==> config.mk <==
export PLATFORM = sky130hd
export DESIGN_NAME = mux2_rr_arbiter
export DESIGN_NICKNAME = d
export VERILOG_FILES = /design/src/rtl/mux2_rr_arbiter.sv
export SDC_FILE = /design/constraint.sdc
export NUM_CORES = 1
export LEC_CHECK = 0
export CAP_MARGIN = 40
export CORE_MARGIN = 2
export CORE_UTILIZATION = 46
export CTS_CLUSTER_DIAMETER = 100
export DETAILED_ROUTE_END_ITERATION = 7
export HOLD_SLACK_MARGIN = 0.02
export PLACE_DENSITY = 0.9
export SYNTH_ARGS = -nofsm -noshare
export SYNTH_HDL_FRONTEND = slang
export SYNTH_SLANG_ARGS = --single-unit
==> constraint.sdc <==
create_clock -name Clk_CI -period 3.33 [get_ports Clk_CI]
set_input_delay 0.4995 -clock Clk_CI [delete_from_list [all_inputs] [get_ports Clk_CI]]
set_output_delay 0.4995 -clock Clk_CI [all_outputs]
set_load 0.01 [all_outputs]
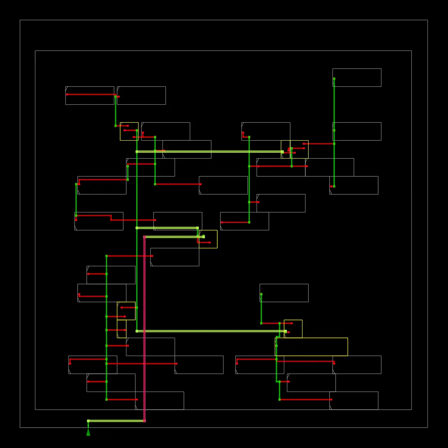
*Clock wiring as the flow saved it*
TritonCTS Sinks: 30
number of clock buffers in the layout: 7
Worst-Skew Late Latency: 0.33 ns
power attributed to the clock group: 0.281 mW

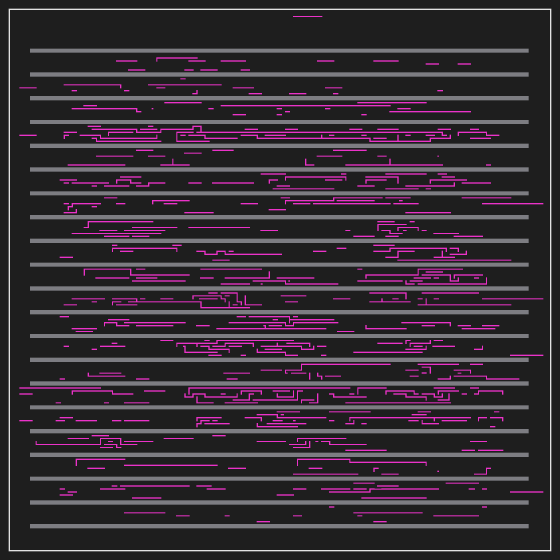
*Signal wires on met1*
Supply wires on this layer in gray.
share of all routed wire: 41%
wire length on this layer: 1370 um
longest straight run: 28.1 um
nets with wire on the layer: 228
total wirelength of the detailed-routed design: 3.36 mm
via count: 1412

==> results.py <==
# Synthesis and PnR figures
metrics = {
    "timing": {
        "setup_slack_ns": 0.749,
        "grt_setup_unrepaired": "false",
        "accumulated_negative_setup_slack_ns": 0,
        "hold-worst-slack_ns": 0.446,
        "achievable_freq_ghz": 0.387,
        "final.setup_skew_ns": 0.00792,
    },
    "finish": {
        "n_sequential_cell": 30,
        "final_core_utilization": 0.721,
        "seq_share": 0.268,
        "layout.nonclk_buf_frac": 0.282,
        "area.growth.synth_to_final_pct": 45.8,
        "layout.non_clock_buffers": 64,
    },
    "setup_path": {
        "critical_path_buf_inv_count": 2,
        "timing.reg2reg.worst_path_depth": 6,
        "r2r_setup_slack_ns": 1.57,
        "cp_cell_sequence": "clkdlybuf4s50_1 > a21oi_1 > or2_1 > nor2_1 > clkdlybuf4s50_1",
        "critical_path_depth": 5,
        "worst-endpoint-arrival_ns": 2.08,
    },
    "logic_synthesis": {
        "synth_top_cell_by_count": "dfxtp_1",
        "ys_top_logic_family": "simple AND/OR/NAND/NOR gates",
        "post_synth_and_or_nand_nor_area_fraction": 0.219,
        "yosysCellCount": 171,
        "avg_cell_area_syn_um2": 8.98,
    },
    "floorplan": {
        "chipArea_um2": 3820,
        "die_x_um": 61.8,
        "die_y_um": 61.8,
        "ios": 61,
    },
    "detailed_routing": {
        "post_drt_via_cell_ratio": 5.12,
        "final_ant_viol_nets": 0,
    },
    "power": {
        "seq-power_mw": 0.399,
        "power_density_nw_per_um2": 404,
        "netSwitchingPower_mw": 0.234,
        "post-layout-total-power_mw": 0.905,
        "flop_pwr_share": 0.441,
    },
    "global_route": {
        "grtUsageMet1": 0.207,
        "first_global_vias": 1306,
        "grt_use_total": 0.193,
    },
    "run_status": {
        "run_status": "completed",
    },
    "place": {
        "dp.final_hpwl_mm": 2.54,
        "place.gp.congestion": 0.864,
    },
    "cts": {
        "cts.repair_timing.setup_buffer_count": 0,
        "tritoncts": "done",
        "post_cts.resized_instances": 0,
    },
}
Power and IR drop assume default switching activity.
